### config.mk
export PLATFORM = sky130hd
export DESIGN_NAME = hdcpu_int_ctrl
export DESIGN_NICKNAME = d
export VERILOG_FILES = /design/src/rtl/hdcpu_int_pkg.sv /design/src/rtl/hdcpu_irq_sync.sv /design/src/rtl/hdcpu_int_ctrl.sv
export SDC_FILE = /design/constraint.sdc
export NUM_CORES = 1
export LEC_CHECK = 0
export CORE_ASPECT_RATIO = 1.75
export CORE_MARGIN = 2
export CORE_UTILIZATION = 30
export DETAILED_ROUTE_END_ITERATION = 8
export PLACE_DENSITY = 0.66
export SLEW_MARGIN = 5
export SYNTH_ARGS = -nofsm -noshare
export SYNTH_HDL_FRONTEND = slang
export SYNTH_HIERARCHICAL = 1
export SYNTH_SLANG_ARGS = --single-unit
### constraint.sdc
create_clock -name T3 -period 4.4 [get_ports T3]
set_input_delay 0.66 -clock T3 [delete_from_list [all_inputs] [get_ports T3]]
set_output_delay 0.66 -clock T3 [all_outputs]
set_load 0.02 [all_outputs]
### src/rtl/hdcpu_int_pkg.sv
// Shared constants, types and the lowest-set-bit priority encoder for the HD-CPU interrupt controller.
package hdcpu_int_pkg;

  localparam int unsigned N_IRQ_MAX      = 8;
  localparam int unsigned IDX_W          = 3;
  localparam int unsigned VEC_BASE_DEF   = 32'h0000_00F0;
  localparam int unsigned VEC_STRIDE_DEF = 2;

  typedef struct packed {
    logic             valid;
    logic [IDX_W-1:0] idx;
  } prio_t;

  // Lowest-index set bit wins; index 0 is the highest priority.
  function automatic prio_t lowest_set(input logic [N_IRQ_MAX-1:0] v);
    prio_t r;
    r = '0;
    for (int i = int'(N_IRQ_MAX) - 1; i >= 0; i--) begin
      if (v[i]) begin
        r.valid = 1'b1;
        r.idx   = IDX_W'(i);
      end
    end
    return r;
  endfunction

endpackage

### src/rtl/hdcpu_irq_sync.sv
// Per-channel request conditioning: 2-flop synchroniser, history flop and a one-cycle rising-edge pulse.
module hdcpu_irq_sync (
  input  logic T3,
  input  logic CLR,
  input  logic irq,
  output logic rise_c
);

  logic sync1;
  logic sync2;
  logic hist;

  always_ff @(negedge T3) begin
    if (CLR) begin
      sync1 <= 1'b0;
      sync2 <= 1'b0;
      hist  <= 1'b0;
    end else begin
      sync1 <= irq;
      sync2 <= sync1;
      hist  <= sync2;
    end
  end

  assign rise_c = sync2 & ~hist;

endmodule

### src/rtl/hdcpu_int_ctrl.sv
// Priority interrupt controller for the HD-CPU hardwired controller; state advances on the falling edge of T3.
// Define HDCPU_INT_NEST_EN to let a higher-priority channel preempt an active service routine.
module hdcpu_int_ctrl
  import hdcpu_int_pkg::*;
#(
  parameter int unsigned N_IRQ      = 4,
  parameter int unsigned VEC_W      = 8,
  parameter int unsigned VEC_BASE   = VEC_BASE_DEF,
  parameter int unsigned VEC_STRIDE = VEC_STRIDE_DEF
) (
  input  logic             T3,
  input  logic             CLR,
  input  logic [N_IRQ-1:0] IRQ,
  input  logic             MASK_WE,
  input  logic [N_IRQ-1:0] MASK_D,
  input  logic             EI_SET,
  input  logic             EI_CLR,
  input  logic             INT_ACK,
  input  logic             IRET,
  output logic             INT_REQ,
  output logic [VEC_W-1:0] VEC,
  output logic [N_IRQ-1:0] PEND,
  output logic [N_IRQ-1:0] ISR,
  output logic             EI
);

  logic [N_IRQ-1:0] irq_rise;
  logic [N_IRQ-1:0] pend, pend_n;
  logic [N_IRQ-1:0] isr, isr_n;
  logic [N_IRQ-1:0] mask, mask_n;
  logic             ei, ei_n;
  logic [VEC_W-1:0] vec, vec_n;

  prio_t            cand;
  prio_t            isr_lo;
  logic [N_IRQ-1:0] isr_mid;
  logic             ei_mid;
  logic             req_mid;
  logic             take;
`ifdef HDCPU_INT_NEST_EN
  prio_t            mid_lo;
`endif

  for (genvar g = 0; g < N_IRQ; g++) begin : g_sync
    hdcpu_irq_sync u_sync (
      .T3     (T3),
      .CLR    (CLR),
      .irq    (IRQ[g]),
      .rise_c (irq_rise[g])
    );
  end

  // Visible candidate and the active service level.
  always_comb begin : decode
    cand   = lowest_set(N_IRQ_MAX'(pend & ~mask));
    isr_lo = lowest_set(N_IRQ_MAX'(isr));
  end

`ifdef HDCPU_INT_NEST_EN
  assign INT_REQ = ei & cand.valid & (~isr_lo.valid | (cand.idx < isr_lo.idx));
`else
  assign INT_REQ = ei & cand.valid & ~isr_lo.valid;
`endif

  // IRET retires first, then INT_ACK is judged against the post-IRET view.
  always_comb begin : next_state
    pend_n  = pend;
    isr_n   = isr;
    mask_n  = mask;
    ei_n    = ei;
    vec_n   = vec;
    isr_mid = isr;
    ei_mid  = ei;
    req_mid = 1'b0;
    take    = 1'b0;
`ifdef HDCPU_INT_NEST_EN
    mid_lo  = '0;
`endif

    if (IRET) begin
      isr_mid = isr & ~(N_IRQ'(1) << isr_lo.idx);
      ei_mid  = 1'b1;
    end

`ifdef HDCPU_INT_NEST_EN
    mid_lo  = lowest_set(N_IRQ_MAX'(isr_mid));
    req_mid = ei_mid & cand.valid & (~mid_lo.valid | (cand.idx < mid_lo.idx));
`else
    req_mid = ei_mid & cand.valid & ~(|isr_mid);
`endif

    take  = INT_ACK & req_mid;
    isr_n = isr_mid;

    if (IRET || EI_SET) begin
      ei_n = 1'b1;
    end
    if (EI_CLR || take) begin
      ei_n = 1'b0;
    end

    if (take) begin
      vec_n  = VEC_W'(VEC_BASE + 32'(cand.idx) * VEC_STRIDE);
      isr_n  = isr_mid | (N_IRQ'(1) << cand.idx);
      pend_n = pend & ~(N_IRQ'(1) << cand.idx);
    end
    // A fresh edge on the acknowledged channel keeps it pending.
    pend_n = pend_n | irq_rise;

    if (MASK_WE) begin
      mask_n = MASK_D;
    end
  end

  always_ff @(negedge T3) begin
    if (CLR) begin
      pend <= '0;
      isr  <= '0;
      mask <= '1;
      ei   <= 1'b0;
      vec  <= '0;
    end else begin
      pend <= pend_n;
      isr  <= isr_n;
      mask <= mask_n;
      ei   <= ei_n;
      vec  <= vec_n;
    end
  end

  assign PEND = pend;
  assign ISR  = isr;
  assign EI   = ei;
  assign VEC  = vec;

endmodule

==> impl_metrics.tcl, run 1 <==
# yosys + openroad results
set metrics [dict create \
    area_share_nonclk_buffers_pct 24.87 \
    crit_end "INT_REQ" \
    ys_sh_simple_pct 26.50 \
    cp.depth 3 \
    regArea_sq_um 561.8 \
    cp_slowest_cell "or4b_4" \
    cp_top_family "simple AND/OR/NAND/NOR gates" \
    cp_data_arrival_time_ns 3.71 \
    path_cells "or4b_4 -> nor3_4 -> buf_6" \
    routabilityCongestion 0.8016 \
    yosys_area_sq_um 1129 \
    cts-resized-gates 7 \
    dpl.cell_count 203 \
    n_all_buffers 47 \
    criticalPathCategory "reg2out" \
    tap_cells 46 \
    antenna_found_initial 0 \
    syn_inst 116 \
    rsz0062_at_grt "true" \
    antenna_left 0 \
    synthFlopType "dfxtp_1" \
    grt_util_all_layers_pct 13.74 \
    ys_types 35 \
    crit_buf_inv 1 \
    critical_path.startpoint "ISR[1]" \
    critical_path.max_stage_delay_ns 0.57 \
    dominant_cells "sequential cells" \
    fin_nets 200 \
    die_area_sq_um 4288 \
    top_logic_kind "simple AND/OR/NAND/NOR gates" \
    async_flop_share_pct 0 \
    drc 0 \
    via_per_inst 4.526 \
    ctsHoldBuffers 0 \
    critPathLaunchType "register" \
    inverters 4 \
    ff2ff_setup_slack_ns 2.57 \
    whs_endpoint "g_sync[0].u_sync/sync2" \
    comb_cells 73 \
    hold_violations 0 \
    syn_area_sq_um 1129 \
    endpoint_kind "output pin" \
    io_pins 33 \
    clock.latency.late_pin_ns 0.35 \
    cts_buffers 3 \
    ys_sh_aoi_pct 12.08 \
    worstReg2RegStart "ISR[0]" \
    yosysTopAreaCell "dfxtp_1" \
    synthTopCellsByArea "dfxtp_1, nor2b_1, mux2i_1" \
    seq_cell_count 28 \
    adder_share_pct 0.8869 \
    chipWidth_um 50.37 \
    clock_sinks 28 \
    die_h_um 85.14 \
    num-fill-cells 369 \
    lay_top_count "inv_1" \
    dpl_cell_area_sq_um 1573 \
    diodes 0 \
    routed_wl_um 2679 \
    tns_ns 0 \
    status "complete, no violations" \
    crit_fanout 2 \
    xor_share_pct 0 \
    portBuffers 30 \
    logic_area_sq_um 510.5 \
    num_rows 29 \
    top_cell_area_share_pct 49.67 \
    drv_slew 0 \
    comb_share_pct 29.59 \
    warning_count 55 \
    cts_root_buffer "clkbuf_8" \
    stdcell_area_sq_um 1725 \
    grt_max_degree 16 \
    mostFrequentLayoutCells "inv_1, clkdlybuf4s50_1, dfxtp_1" \
    drive_gt1_share_pct 17.93 \
    ys.flops 28 \
    ys_warn_count 6 \
    reg2reg_depth 5 \
    stdcell_count 230 \
    hpwl_um 2087 \
    seq_share_pct 32.56 \
    clk_pin_slew_worst_paths_ns 0.04 \
    reg2reg_to "PEND[2]" \
    cts_tree "yes" \
    ys_seq_share_pct 49.67 \
    ir_drop_v 0.0002603 \
    grt_pass1_wl_um 4526 \
    holdCritPathClass "reg2reg" \
    holdWs_ns 0.4332 \
    hold_start "g_sync[0].u_sync/sync1" \
    drt_iter0_drc 18 \
    clk_share_pct 8.775 \
    grt_pass1_vias 1129 \
    avgSynthCellArea_sq_um 9.729 \
    mux_share_pct 3.548 \
    p_leak_nw 0.7647 \
    clock_skew_ns 0.01819 \
    hold_depth 1 \
    yosys_cells 116 \
]
==> run 1: Yosys cell counts (2+ instances only) <==
cell	instances
o211ai_1	2
buf_4	5
mux2i_1	4
nand2_1	6
o31ai_1	2
o21ai_0	2
nor2_1	6
nand2b_1	5
inv_1	8
a211oi_1	2
clkbuf_1	2
a21oi_1	2
nor3_1	5
dfxtp_1	28
nor2b_1	14
nor2b_2	4
==> run 1: power by group <==
group	leakage, nW	total, mW	internal, mW	switching, mW
Sequential	0.230	0.270	0.265	0.00522
Clock	0.171	0.238	0.0962	0.141
Combinational	0.364	0.0661	0.0375	0.0285
Total	0.765	0.574	0.399	0.175
==> run 1: metal layers <==
metal  GRT usage, %  part of all wire (%)
met5              0                     0
met4          8.354                   3.4
met3          5.810                   5.9
met2          24.64                    52
met1          12.24                    39
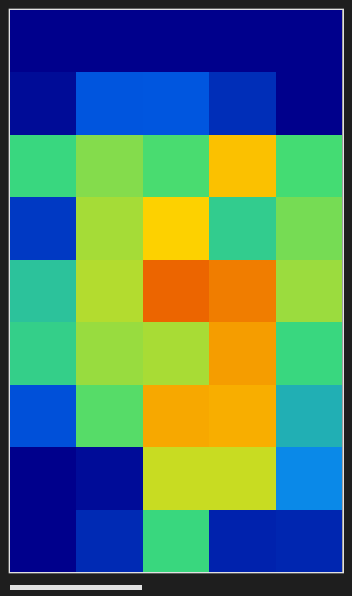
run_1/util_map.png
Scale bar: 20 um. The die is cut into 5 by 9 equal tiles; dark blue is low, red is high, 0 to 100% covered.
densest ninth of the die: centre
nearly empty tiles: 18%
emptiest ninth of the die: lower left
mean over tiles: 39%
fullest tile: 89%
final core occ: 47.55%
CORE AREA: 3628 sq um
Floorplan Utilization: 31.10%

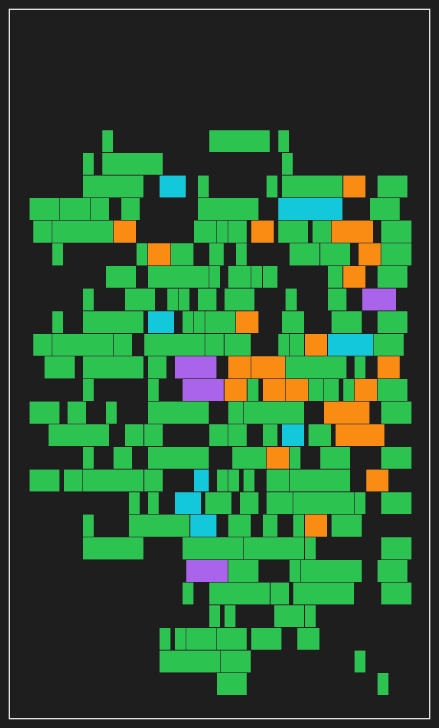
run_1/sizing.png
| colour | size | cells | share | most used |
|---|---|---|---|---|
| purple | x6 and larger | 4 | 2.2% | clkbuf_8 |
| cyan | x2 | 8 | 4.3% | nor2b_2 |
| orange | x3 and x4 | 21 | 11% | buf_4 |
| green | x1 and smaller | 151 | 82% | inv_1 |
post-route setup slack: 0.02826 ns
Area Growth Syn to Fin: 52.88%

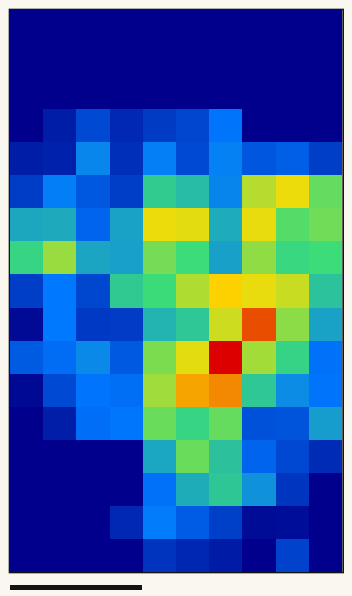
run_1/route_heat.png
Scale bar: 20 um. The die is cut into 10 by 17 equal tiles; dark blue is low, red is high, scaled to the fullest tile. Values are wire area over tile area, all layers added.
fullest tile: 0.43
nearly empty tiles: 32%
emptiest ninth of the die: lower left
Vias: 1041
routed len/inst: 11.65 um

run_1/class_map.png
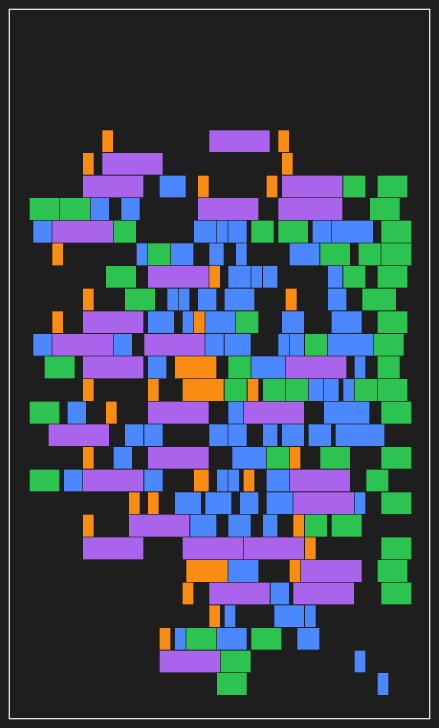

==> run 2: changes to the inputs <==
Settings changed: CORE_ASPECT_RATIO 1.75 to unset.
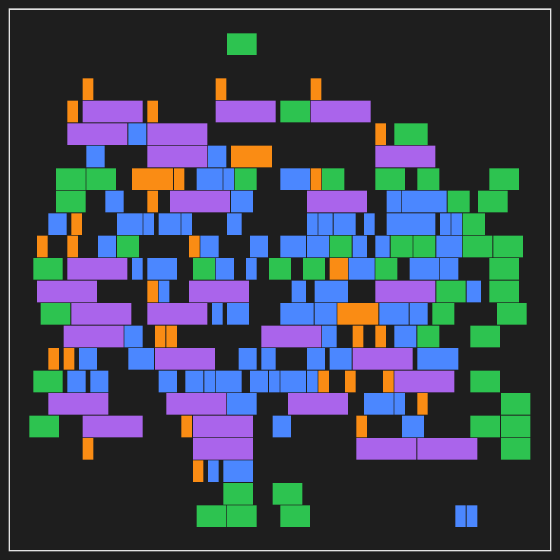
run_2/class_map.png
| colour | class | cells | share of their area |
|---|---|---|---|
| orange | clock drivers and dummy loads | 32 | 9.3% |
| green | remaining buffers and delay cells | 45 | 25% |
| purple | sequential cells | 28 | 34% |
| blue | remaining logic cells | 77 | 32% |
CORE AREA: 3633 sq um
FP Rows: 22
sequential share of cell area: 32.84%
Final Cell Area: 1707 sq um

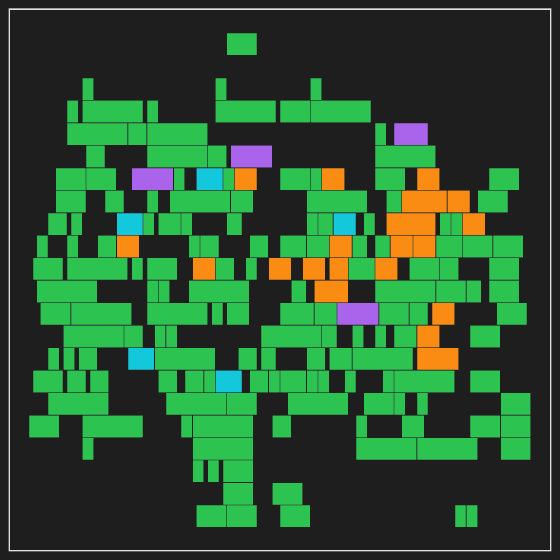
run_2/sizing.png
| colour | size | cells | share | most used |
|---|---|---|---|---|
| cyan | x2 | 5 | 2.7% | nor2b_2 |
| purple | x6 and larger | 4 | 2.2% | clkbuf_8 |
| orange | x3 and x4 | 20 | 11% | buf_4 |
| green | x1 and smaller | 153 | 84% | inv_1 |
post-route setup slack: 0.05673 ns
Signal buffers: 45
Area Growth Syn to Fin: 51.22%

==> impl_metrics.tcl, run 2 <==
# yosys + openroad results
set metrics [dict create \
    status "complete, no violations" \
    antenna_left 0 \
    ys_seq_share_pct 49.67 \
    tns_ns 0 \
    fp_util_pct 31.06 \
    cts_tree "yes" \
    io_pins 33 \
    criticalPathCategory "reg2out" \
    drive_gt1_share_pct 15.93 \
    hold_violations 0 \
    met1_usage_pct 13.26 \
    lay_top_count "inv_1" \
    cp_slowest_cell "or4b_4" \
    warning_count 54 \
    ys_warn_count 6 \
    wl_met1_um 1041 \
    rsz0062_at_grt "false" \
    swShare_pct 30.53 \
    die_area_sq_um 4269 \
    fin_nets 198 \
    ir_drop_v 0.0002206 \
    whs_endpoint "g_sync[1].u_sync/sync2" \
    synthTopCellsByArea "dfxtp_1, nor2b_1, mux2i_1" \
    xor_share_pct 0 \
    ctsHoldBuffers 0 \
    drv_slew 0 \
    hpwl_um 1943 \
    pg_seq_mw 0.270 \
    met2_length_um 1205 \
    mux_share_pct 3.548 \
    yosys_area_sq_um 1129 \
    cts_buffers 3 \
    clock_sinks 28 \
    clock.latency.late_pin_ns 0.35 \
    drc 0 \
    grt.met2_usage_pct 20.92 \
    endpoint_kind "output pin" \
    ys_sh_aoi_pct 12.08 \
    critical_path.startpoint "ISR[1]" \
    routabilityCongestion 0.7397 \
    yosysMostFrequentCell "dfxtp_1" \
    powerClk_mw 0.241 \
    pwr-share-seq_pct 46.9 \
    grt_pass1_wl_um 4202 \
    common_cells "dfxtp_1, nor2b_1, inv_1, nand2_1, nor2_1" \
    ys.flops 28 \
    via_per_inst 4.465 \
    chipWidth_um 65.34 \
    grt_pass1_vias 1045 \
    ff2ff_setup_slack_ns 2.50 \
    combPwrFrac_pct 11.3 \
    hold_start "g_sync[1].u_sync/sync1" \
    dpl_cell_area_sq_um 1560 \
    syn_inst 116 \
    avgSynthCellArea_sq_um 9.729 \
    grt.met3_usage_pct 6.164 \
    async_flop_share_pct 0 \
    ys_types 35 \
    path_cells "or4b_4 -> nor3_4 -> buf_6" \
    portBuffers 30 \
    critPathLaunchType "register" \
    top_usage_layer "met2" \
    cts_root_buffer "clkbuf_8" \
    p_clk_share_pct 41.8 \
    cp.depth 3 \
    reg2reg_to "PEND[3]" \
    die_h_um 65.34 \
    intPower_mw 0.4002 \
    synthFlopType "dfxtp_1" \
]
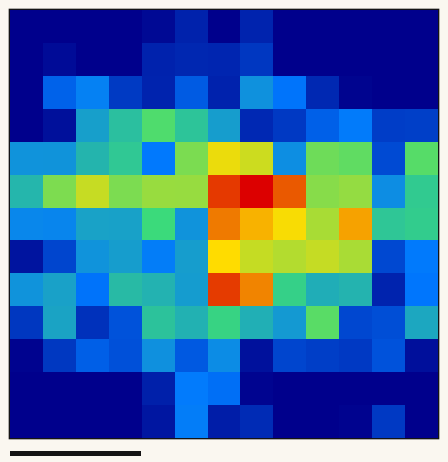
run_2/route_heat.png
Scale bar: 20 um. The die is cut into 13 by 13 equal tiles; dark blue is low, red is high, scaled to the fullest tile. Values are wire area over tile area, all layers added.
mean over tiles: 0.093
emptiest ninth of the die: upper right
fullest tile: 0.36
densest ninth of the die: centre
nearly empty tiles: 25%
tiles over half the peak: 18%
Vias: 1027
routed len/inst: 10.66 um
Tot GR Track Use: 12.54%
overall routed net length: 2452 um

## run 2: cell counts after synthesis
No cell type changed its count.
## run 2: metrics by stage
step | cells | hold WS, ns | util, % | total power [mW]
floorplan | 117 | 0.4138 | - | 0.3518
global placement | 203 | 0.4184 | 42.94 | 0.3830
detailed placement | 203 | 0.4254 | 42.94 | 0.3846
CTS | 230 | 0.4344 | 46.69 | 0.5912
global route | 230 | 0.4498 | 46.97 | 0.6241
finish | 230 | 0.4309 | 46.97 | 0.5761
## run 2: layout make-up
type	instances	area [sq um]
Clock buffer	3	41.29
Timing Repair Buffer	45	414.1
Tap cell	48	60.06
Inverter	4	15.01
Sequential cell	28	560.5
Clock inverter	29	111.4
Multi-Input combinational cell	73	504.2
Fill cell	370	1927
Power is estimated from default activity; no workload was simulated.
